### Placement density heat map, run 1

Drawn at 3 px/um. 12 x 12 tiles, from dark blue (low) to red (high), 0 to 100% covered.
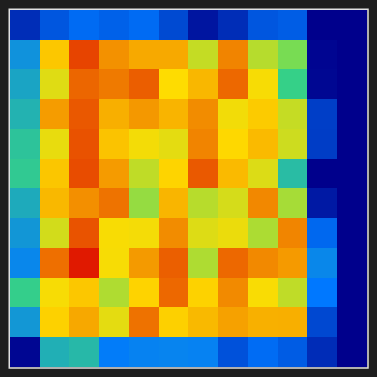
### Cell placement, run 1

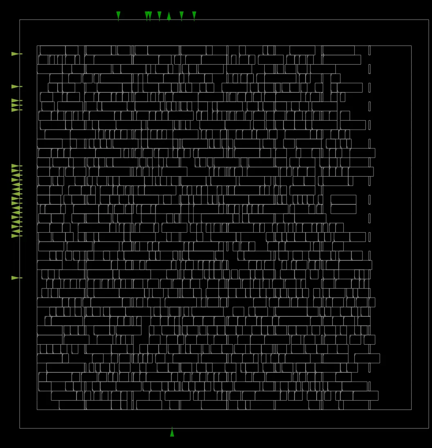
### Sizing map, run 1

Drawn at 3 px/um.
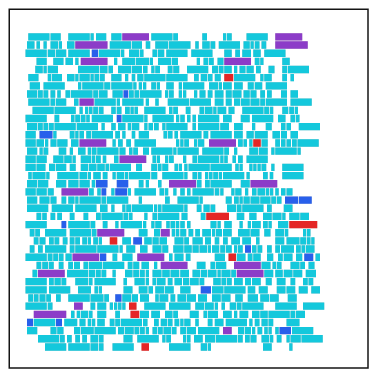
### src/rtl/uart_top_pkg.sv
// Shared definitions for the 8N1 UART: register offsets, STATUS bit positions,
// FSM state encodings (common to TX and RX) and the divisor floor.
package uart_defs;

  localparam logic [1:0] REG_STATUS = 2'd0;
  localparam logic [1:0] REG_DATA   = 2'd1;
  localparam logic [1:0] REG_DIV_LO = 2'd2;
  localparam logic [1:0] REG_DIV_HI = 2'd3;

  localparam int unsigned STAT_TX_BUSY   = 0;
  localparam int unsigned STAT_RX_VALID  = 1;
  localparam int unsigned STAT_OVERRUN   = 2;
  localparam int unsigned STAT_FRAME_ERR = 3;
  localparam int unsigned STAT_CLEAR     = 7;

  localparam logic [1:0] S_IDLE  = 2'd0;
  localparam logic [1:0] S_START = 2'd1;
  localparam logic [1:0] S_DATA  = 2'd2;
  localparam logic [1:0] S_STOP  = 2'd3;

  localparam logic [15:0] MIN_DIV = 16'd4;

  // Divisor as actually used for timing; the register keeps the raw value.
  function automatic logic [15:0] eff_div(input logic [15:0] div);
    return (div < MIN_DIV) ? MIN_DIV : div;
  endfunction

endpackage

### src/rtl/uart_top_if.sv
// 8-bit peripheral bus as seen by one peripheral window.
interface uart_top_if;
  logic [7:0] addr;
  logic [7:0] din;
  logic [7:0] dout;
  logic       wr_en;
  logic       rd_en;

  modport master (output addr, output dout, output wr_en, output rd_en, input din);
  modport slave  (input addr, input dout, input wr_en, input rd_en, output din);
endinterface

### src/rtl/uart_rx_core.sv
// RX path: 2-flop synchronizer, start/data/stop FSM, bit counter and shift register.
// byte_done is a one-cycle pulse at the stop-bit sample; data_byte/stop_err are valid with it.
module uart_rx_core
  import uart_defs::*;
(
  input  logic        clk,
  input  logic        reset,
  input  logic        rx,
  input  logic [15:0] div,
  output logic        byte_done,
  output logic [7:0]  data_byte,
  output logic        stop_err
);

  logic [1:0]  sync;
  logic        rx_s;
  logic        rx_prev;
  logic [1:0]  state;
  logic [15:0] bit_div;
  logic [15:0] cnt;
  logic [2:0]  bit_idx;
  logic [7:0]  shift;
  logic [16:0] div_p1;
  logic [15:0] half_pt;
  logic        sample;

  assign rx_s    = sync[1];
  assign div_p1  = {1'b0, bit_div} + 17'd1;
  assign half_pt = div_p1[16:1] - 16'd1;
  // Start bit is checked mid-bit; every later sample is one full bit period on.
  assign sample  = (state == S_START) ? (cnt == half_pt) : (cnt == bit_div);

  assign byte_done = (state == S_STOP) && sample;
  assign data_byte = shift;
  assign stop_err  = ~rx_s;

  always_ff @(posedge clk) begin
    if (reset) begin
      sync    <= 2'b11;
      rx_prev <= 1'b1;
      state   <= S_IDLE;
      bit_div <= MIN_DIV;
      cnt     <= '0;
      bit_idx <= '0;
      shift   <= '0;
    end else begin
      sync    <= {sync[0], rx};
      rx_prev <= rx_s;
      if (state == S_IDLE) begin
        if (rx_prev && !rx_s) begin
          state   <= S_START;
          bit_div <= div;
          cnt     <= '0;
        end
      end else if (sample) begin
        cnt <= '0;
        case (state)
          S_START: begin
            if (rx_s) state <= S_IDLE;
            else begin
              state   <= S_DATA;
              bit_idx <= '0;
            end
          end
          S_DATA: begin
            shift   <= {rx_s, shift[7:1]};
            bit_idx <= bit_idx + 3'd1;
            if (bit_idx == 3'd7) state <= S_STOP;
          end
          default: state <= S_IDLE;
        endcase
      end else begin
        cnt <= cnt + 16'd1;
      end
    end
  end

endmodule

### src/rtl/uart_top.sv
// Memory-mapped 8N1 UART: STATUS/DATA/DIV_LO/DIV_HI window, TX FSM and RX flag registers.
// din is zero outside a read of this window so the SoC can OR peripheral read buses.
module uart_top
  import uart_defs::*;
#(
  parameter logic [7:0]  BASE_ADDR   = 8'hA0,
  parameter logic [7:0]  LAST_ADDR   = 8'hA3,
  parameter logic [15:0] DEFAULT_DIV = 16'd15
) (
  input  logic       clk,
  input  logic       reset,
  uart_top_if.slave  bus,
  output logic       tx,
  input  logic       rx
);

  logic [7:0]  off;
  logic        in_win;
  logic        sel_status, sel_data, sel_div_lo, sel_div_hi;
  logic        wr_data, rd_data;
  logic [15:0] div_reg, div_eff;
  logic [1:0]  tx_state;
  logic [15:0] tx_div, tx_cnt;
  logic [2:0]  tx_bit;
  logic [7:0]  tx_shift;
  logic        tx_busy;
  logic [7:0]  rx_data;
  logic        rx_valid, overrun, frame_err;
  logic        byte_done, stop_err;
  logic [7:0]  data_byte;
  logic [7:0]  status;

  assign off        = bus.addr - BASE_ADDR;
  assign in_win     = (bus.addr >= BASE_ADDR) && (bus.addr <= LAST_ADDR);
  assign sel_status = in_win && (off == {6'b0, REG_STATUS});
  assign sel_data   = in_win && (off == {6'b0, REG_DATA});
  assign sel_div_lo = in_win && (off == {6'b0, REG_DIV_LO});
  assign sel_div_hi = in_win && (off == {6'b0, REG_DIV_HI});
  assign wr_data    = bus.wr_en && sel_data;
  assign rd_data    = bus.rd_en && sel_data;
  assign div_eff    = eff_div(div_reg);
  assign tx_busy    = (tx_state != S_IDLE);

  always_comb begin
    status                 = '0;
    status[STAT_TX_BUSY]   = tx_busy;
    status[STAT_RX_VALID]  = rx_valid;
    status[STAT_OVERRUN]   = overrun;
    status[STAT_FRAME_ERR] = frame_err;
  end

  always_comb begin
    bus.din = '0;
    if (bus.rd_en) begin
      if (sel_status) bus.din = status;
      if (sel_data)   bus.din = rx_data;
      if (sel_div_lo) bus.din = div_reg[7:0];
      if (sel_div_hi) bus.din = div_reg[15:8];
    end
  end

  // tx is registered and updated on state transitions so each level lasts exactly tx_div+1 clocks.
  always_ff @(posedge clk) begin
    if (reset) begin
      tx_state <= S_IDLE;
      tx       <= 1'b1;
      tx_div   <= MIN_DIV;
      tx_cnt   <= '0;
      tx_bit   <= '0;
      tx_shift <= '0;
    end else if (tx_state == S_IDLE) begin
      if (wr_data) begin
        tx_state <= S_START;
        tx       <= 1'b0;
        tx_div   <= div_eff;
        tx_shift <= bus.dout;
        tx_cnt   <= '0;
      end
    end else if (tx_cnt == tx_div) begin
      tx_cnt <= '0;
      case (tx_state)
        S_START: begin
          tx_state <= S_DATA;
          tx       <= tx_shift[0];
          tx_shift <= {1'b0, tx_shift[7:1]};
          tx_bit   <= '0;
        end
        S_DATA: begin
          if (tx_bit == 3'd7) begin
            tx_state <= S_STOP;
            tx       <= 1'b1;
          end else begin
            tx       <= tx_shift[0];
            tx_shift <= {1'b0, tx_shift[7:1]};
            tx_bit   <= tx_bit + 3'd1;
          end
        end
        default: tx_state <= S_IDLE;
      endcase
    end else begin
      tx_cnt <= tx_cnt + 16'd1;
    end
  end

  // Later assignments win: byte completion overrides both the STATUS clear and the DATA-read clear.
  always_ff @(posedge clk) begin
    if (reset) begin
      div_reg   <= DEFAULT_DIV;
      rx_data   <= '0;
      rx_valid  <= 1'b0;
      overrun   <= 1'b0;
      frame_err <= 1'b0;
    end else begin
      if (bus.wr_en && sel_div_lo) div_reg[7:0]  <= bus.dout;
      if (bus.wr_en && sel_div_hi) div_reg[15:8] <= bus.dout;
      if (bus.wr_en && sel_status && bus.dout[STAT_CLEAR]) begin
        overrun   <= 1'b0;
        frame_err <= 1'b0;
      end
      if (rd_data) rx_valid <= 1'b0;
      if (byte_done) begin
        rx_data  <= data_byte;
        rx_valid <= 1'b1;
        if (rx_valid && !rd_data) overrun <= 1'b1;
        if (stop_err) frame_err <= 1'b1;
      end
    end
  end

  uart_rx_core u_rx (
    .clk       (clk),
    .reset     (reset),
    .rx        (rx),
    .div       (div_eff),
    .byte_done (byte_done),
    .data_byte (data_byte),
    .stop_err  (stop_err)
  );

endmodule

### src/flat_wrapper.sv
// flat-port wrapper written by rule: the top's interface ports become plain ports
module uart_top_flat import uart_defs::*;
#(
  parameter logic [7:0]  BASE_ADDR   = 8'hA0,
  parameter logic [7:0]  LAST_ADDR   = 8'hA3,
  parameter logic [15:0] DEFAULT_DIV = 16'd15
)
  (clk, reset, tx, rx, bus_addr, bus_dout, bus_wr_en, bus_rd_en, bus_din);
  uart_top_if bus_i ();
  input  logic clk;
  input  logic reset;
  output logic tx;
  input  logic rx;
  input wire logic [$bits(bus_i.addr)-1:0] bus_addr;
  input wire logic [$bits(bus_i.dout)-1:0] bus_dout;
  input wire logic [$bits(bus_i.wr_en)-1:0] bus_wr_en;
  input wire logic [$bits(bus_i.rd_en)-1:0] bus_rd_en;
  output wire logic [$bits(bus_i.din)-1:0] bus_din;
  assign bus_i.addr = bus_addr;
  assign bus_i.dout = bus_dout;
  assign bus_i.wr_en = bus_wr_en;
  assign bus_i.rd_en = bus_rd_en;
  assign bus_din = bus_i.din;
  uart_top #(.BASE_ADDR(BASE_ADDR), .LAST_ADDR(LAST_ADDR), .DEFAULT_DIV(DEFAULT_DIV)) u_core (.clk(clk), .reset(reset), .bus(bus_i), .tx(tx), .rx(rx));
endmodule
### config.mk
export PLATFORM = sky130hd
export DESIGN_NAME = uart_top_flat
export DESIGN_NICKNAME = d
export VERILOG_FILES = /design/src/rtl/uart_top_pkg.sv /design/src/rtl/uart_top_if.sv /design/src/rtl/uart_rx_core.sv /design/src/rtl/uart_top.sv /design/src/flat_wrapper.sv
export SDC_FILE = /design/constraint.sdc
export NUM_CORES = 1
export LEC_CHECK = 0
export CORE_MARGIN = 5
export CORE_UTILIZATION = 60
export CTS_CLUSTER_SIZE = 10
export DETAILED_ROUTE_END_ITERATION = 12
export PLACE_DENSITY = 0.83
export SYNTH_ARGS = -nofsm -noshare
export SYNTH_HDL_FRONTEND = slang
export SYNTH_SLANG_ARGS = --single-unit
export TNS_END_PERCENT = 100
### constraint.sdc
create_clock -name clk -period 10.65 [get_ports clk]
set_input_delay 1.5975 -clock clk [delete_from_list [all_inputs] [get_ports clk]]
set_output_delay 1.5975 -clock clk [all_outputs]
set_load 0.02 [all_outputs]
==> flow_summary.toml, run 1 <==
# physical design summary
[logic_synthesis]
netlist_instances = 928
top_area_frac = 0.339
edf_count = 0
yosysTopAreaCell = "dfxtp_1"
topCellsByArea = "dfxtp_1 34%, a21oi_1 6.8%, nand2_1 6.1%"
syn_area_per_cell_um2 = 7.70
synthesis.nets = 965
synth.cell_area_mm2 = 0.00714
async_reset_ff_frac = 0
ys_seq_frac = 0.339
ys.flops = 121
synth_cell_types = 68
yosysWarnings = 0
flop_cell = "dfxtp_1"

[routing]
drt_iter0_markers = 661
ant_nets = 0
wl_um = 17800
viasPerCell = 6.34
topRoutingLayerUsed = "met4"
route.met3.wl_um = 1230
wl_per_cell_um = 16.7
firstDrtPassIters = 7
routed-wl-met2_um = 8250

[power_and_ir_drop]
vdd_ir_drop_max_mv = 0.124
p_leak_nw = 2.88
powerDensity_mw_per_mm2 = 145

[die]
die_h_um = 119
dieArea_mm2 = 0.0142
pin_count = 30
die_w_um = 119
row_count = 39
nWellTaps = 143

[critical_path]
criticalPathCategory = "input port to output port"
critPathArrivalTime_ns = 4.94
start_kind = "input port"
cp.required_ns = 9.05
crit_slowest_cell = "nor4_2"
max_stage_delay_ns = 0.78
crit_top_cell = "clkdlybuf4s50_1"

[layout]
flop-count = 121
inverters = 22
sh_comb_area = 0.548
num_antenna_cells = 0
logic_gate_count = 717
clock_cell_area_share = 0.0765
seq_area_mm2 = 0.00242
non_clock_buffer_area_share = 0.0381
n_fill_cell = 946
syn_to_final_growth_pct = 11.3
layout-drive-gt1-share = 0.0574
nets = 947
nClkBuffers = 18

[clock_network]
cts_tree = "done"
ctsHoldBuffers = 0
cts_root_buf = "clkbuf_16"
cts_buffer_depth = 2
clk_latency_ns = 0.43
cts_max_level = 4
postCtsResizedCells = 0
clkTransAtPathRegs_ns = 0.06

[final_timing]
worst_slack_ns = 4.11
skew_ns = 0.00951
final.setup.tns_ns = 0
fin_crit_ns = 6.54
setup_viol = 0
slew_headroom = 0.272

[placed_design]
hpwl_um = 11900
port_buffers = 29
dp_cells = 1034
dpl_cell_area_mm2 = 0.00735
gp_congestion = 0.925
pre_cts_ws_ns = 4.17

[run_status]
status = "finished clean"

[global_routing]
grt_remaining_overflow = 0
busiest_layer = "met2"
grt_pass1_wl_um = 29400
grtUsageMet3 = 0.0564
grt_use_met1 = 0.341
use_met2 = 0.391
grt_pass1_vias = 5956

[run]
drv_cap = 0

[worst_hold_path]
hold_class = "flip-flop to flip-flop"
## Picture notes: 'Placement density heat map'
- nearly empty tiles: 12%
- tiles over 75% full: 40%
- emptiest ninth of the die: upper right
- mean over tiles: 55%
- fullest tile: 97%
core area: 0.0116 mm^2
final core utilization: 0.688
FP Util: 0.618

## Picture notes: 'Cell placement'
Seq/total area: 0.305
final cell count without fillers: 1066

## Picture notes: 'Sizing map'
- red: x3 and x4 (cells 9)
- purple: x6 and larger (cells 24)
- cyan: x1 and smaller (cells 870)
- blue: x2 (cells 20)
Layout Cell Area excl Fill: 0.00795 mm^2
bufs w/o clock: 31

run 1: power by group:
part           internal [mW]  switching, mW  total, mW  leakage, nW
clock                  0.375          0.222      0.597        0.297
sequential             0.456        0.00670      0.462        0.976
combinational         0.0337         0.0569     0.0906         1.61
run 1: worst max-delay path, delay by kind of cell:
kind	cells	cell delay, ns
AND/OR/NAND/NOR	4	1.53
adder cells (fa/ha/maj)	1	0.18
AND-OR/OR-AND	2	0.46
buffers and inverters	3	1.17
run 1: kinds of logic after synthesis:
family / after synthesis / synth area share
XOR/XNOR: 62 / 0.0760
multiplexers: 19 / 0.0273
buffers and inverters: 90 / 0.0517
AND/OR/NAND/NOR: 375 / 0.259
flip-flops: 121 / 0.339
AND-OR/OR-AND: 245 / 0.219
adder cells (fa/ha/maj): 16 / 0.0280
run 1: path summary, 6_finish.rpt:
| kind | startpoint | end | slack, ns | cells past startpoint |
|---|---|---|---|---|
| setup / recovery | bus_addr[5] | bus_din[4] | 4.11 | 10 |
| hold / removal | u_core.u_rx.sync[0] | u_core.u_rx.sync[1] | 0.41 | 1 |
| setup reg to reg | u_core.u_rx.bit_div[1] | u_core.u_rx.bit_idx[0] | 5.31 | 11 |
| hold reg to reg | u_core.u_rx.sync[0] | u_core.u_rx.sync[1] | 0.41 | 1 |
run 1: layout by cell type, fill, tap and decap left out, types with 16 or more instances in the layout:
master and instances:
and3_1 21, xnor2_1 32, xor2_1 30, a21oi_1 97, dfxtp_1 121, o21ai_0 52
nand2_1 117, ha_1 16, nand4_1 16, clkbuf_16 17, nor3_1 18, clkdlybuf4s50_1 28
nand3_1 53, nor4_1 16, inv_1 22, nor2_1 69
### Signal wires on met1, run 1

Drawn at 4 px/um. Supply wires on this layer in grey.
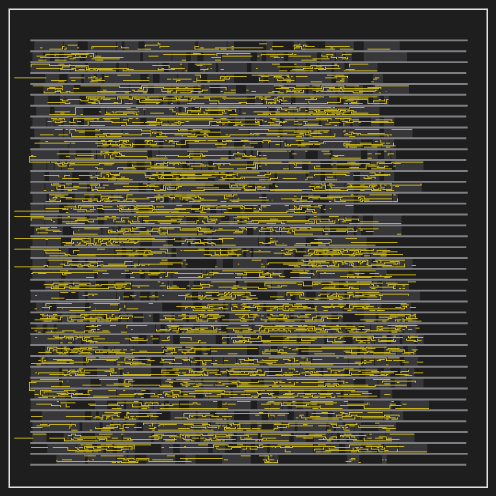

==> run 2, diff against run 1 <==
clock period = 6.56 ns   (was 10.65 ns; I/O delays follow)
### Signal wires on met1, run 2

Drawn at 4 px/um. Supply wires on this layer in grey.
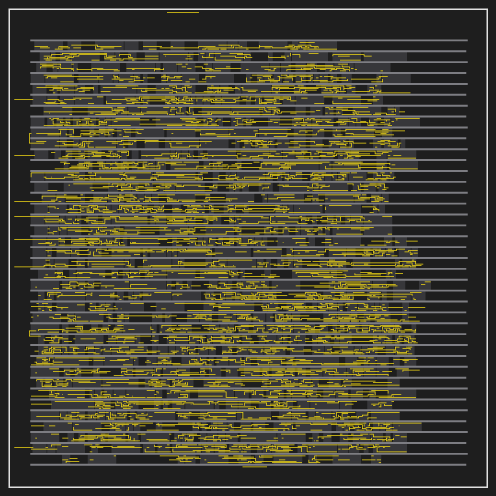
- main direction: horizontal
- nets with wire on the layer: 891
GR Util met1: 0.342
vias post-DR: 6748

==> flow_summary.toml, run 2 <==
# physical design summary
[logic_synthesis]
synth.cell_area_mm2 = 0.00714
async_reset_ff_frac = 0
topCellsByArea = "dfxtp_1 34%, a21oi_1 6.8%, nand2_1 6.1%"
synth_cell_types = 68
ys_sh_xor = 0.0760
syn_area_per_cell_um2 = 7.70
synthesis.nets = 965
simple_gate_area_frac = 0.259
ys_sh_adder = 0.0280
ys.flops = 121
synth.logic.top_family = "simple AND/OR/NAND/NOR gates"
mux_share = 0.0273
ys_seq_frac = 0.339
yosysTopAreaCell = "dfxtp_1"
edf_count = 0

[layout]
n_fill_cell = 929
final_common_cell = "dfxtp_1"
nClkBuffers = 21
non_clock_buffer_area_share = 0.0390
flop-count = 121
signal_buffers = 32
syn_to_final_growth_pct = 11.3
layout-drive-gt1-share = 0.0552
seq_share = 0.305
sh_comb_area = 0.548
lay_top_cells = "121 x dfxtp_1, 117 x nand2_1, 97 x a21oi_1"
nets = 948
num_antenna_cells = 0
inverters = 22
clock_cell_area_share = 0.0749
seq_area_mm2 = 0.00242

[global_routing]
grt_remaining_overflow = 0
grt_pass1_wl_um = 29200
grt_pass1_vias = 5956

[placed_design]
gp_congestion = 0.950
hpwl_um = 11500
port_buffers = 29

[final_timing]
fin_crit_ns = 5.25
slew_headroom = 0.269
skew_ns = 0.00906
final.setup.tns_ns = 0

[run]
drv_cap = 0

[clock_network]
postCtsResizedCells = 0
clkTransAtPathRegs_ns = 0.05
cts_max_level = 4
cts_tree = "done"
cts_buffer_depth = 2
clk_latency_ns = 0.42

[power_and_ir_drop]
comb_cell_power_uw = 149
p_leak_nw = 2.88
powerDensity_mw_per_mm2 = 232
swShare = 0.240
p_clk_uw = 948
internal-power_mw = 1.40
vdd_ir_drop_max_mv = 0.196
maxPowerGroup = "the clock network"

[critical_path]
r2r_cells = 11
critPathArrivalTime_ns = 4.26
cp.required_ns = 5.58
max_stage_delay_ns = 0.70
criticalPathCategory = "input port to output port"
crit_slowest_cell = "nor4_2"
r2r_start = "u_core.u_rx.bit_div[0]"
critPathLaunch = "bus_addr[5]"

[die]
core-area_mm2 = 0.0116
fp_util = 0.618
pin_count = 30
row_count = 39
die_w_um = 119

[routing]
firstDrtPassIters = 6
viasPerCell = 6.32
ant_nets = 0
wl_per_cell_um = 16.3

[worst_hold_path]
hold_class = "flip-flop to flip-flop"

[run_status]
status = "finished clean"
==> run 2: cell counts after synthesis <==
No cell type changed its count.
==> run 2: worst min-delay path by stage <==
stage	endpoint	slack [ns]	cells after the start
3_5_place_dp	u_core.u_rx.sync[1]	0.40	1
4_1_cts	u_core.u_rx.sync[1]	0.41	1
6_report	u_core.u_rx.sync[1]	0.41	1
2_1_floorplan	u_core.u_rx.sync[1]	0.39	1
5_1_grt	u_core.u_rx.sync[1]	0.42	1
3_3_place_gp	u_core.u_rx.sync[1]	0.39	1
==> run 2: worst max-delay path, delay by kind of cell <==
family,cells,cell delay (ns)
AND/OR/NAND/NOR,4,1.45
buffers and inverters,3,1.17
AND-OR/OR-AND,2,0.47
adder cells (fa/ha/maj),1,0.18
==> run 2: kinds of logic (layout without fill, tap and decap cells) <==
group | Yosys count | after routing
DFF | 121 | 121
and+or+nand+nor | 375 | 375
muxes | 19 | 19
AOI/OAI and AO/OA | 245 | 245
xor gates and xnor gates | 62 | 62
adders and majority gates | 16 | 16
buffers and inverters | 90 | 86
==> run 2: metrics by stage <==
stage | utilization | area, um^2 | setup WS, ns | cells | power [mW]
2_1_floorplan | - | 7140 | 2.38 | 928 | 0.872
3_3_place_gp | 0.636 | 7350 | 1.43 | 1035 | 0.911
3_5_place_dp | 0.636 | 7350 | 1.37 | 1035 | 0.911
4_1_cts | 0.687 | 7950 | 1.34 | 1067 | 1.85
5_1_grt | 0.687 | 7950 | 1.01 | 1067 | 1.90
6_report | 0.687 | 7950 | 1.31 | 1067 | 1.85
==> run 2: routing by layer <==
metal	track usage	routed length [um]	share of wire	vias to the layer above
li1	-	-	-	3318
met1	0.342	7940	0.46	3156
met2	0.381	8040	0.46	244
met3	0.0545	1120	0.065	30
met4	0.0811	264	0.015	0
met5	0	0	0	-
Power figures rest on the tool's default switching activity, not on a simulated workload.
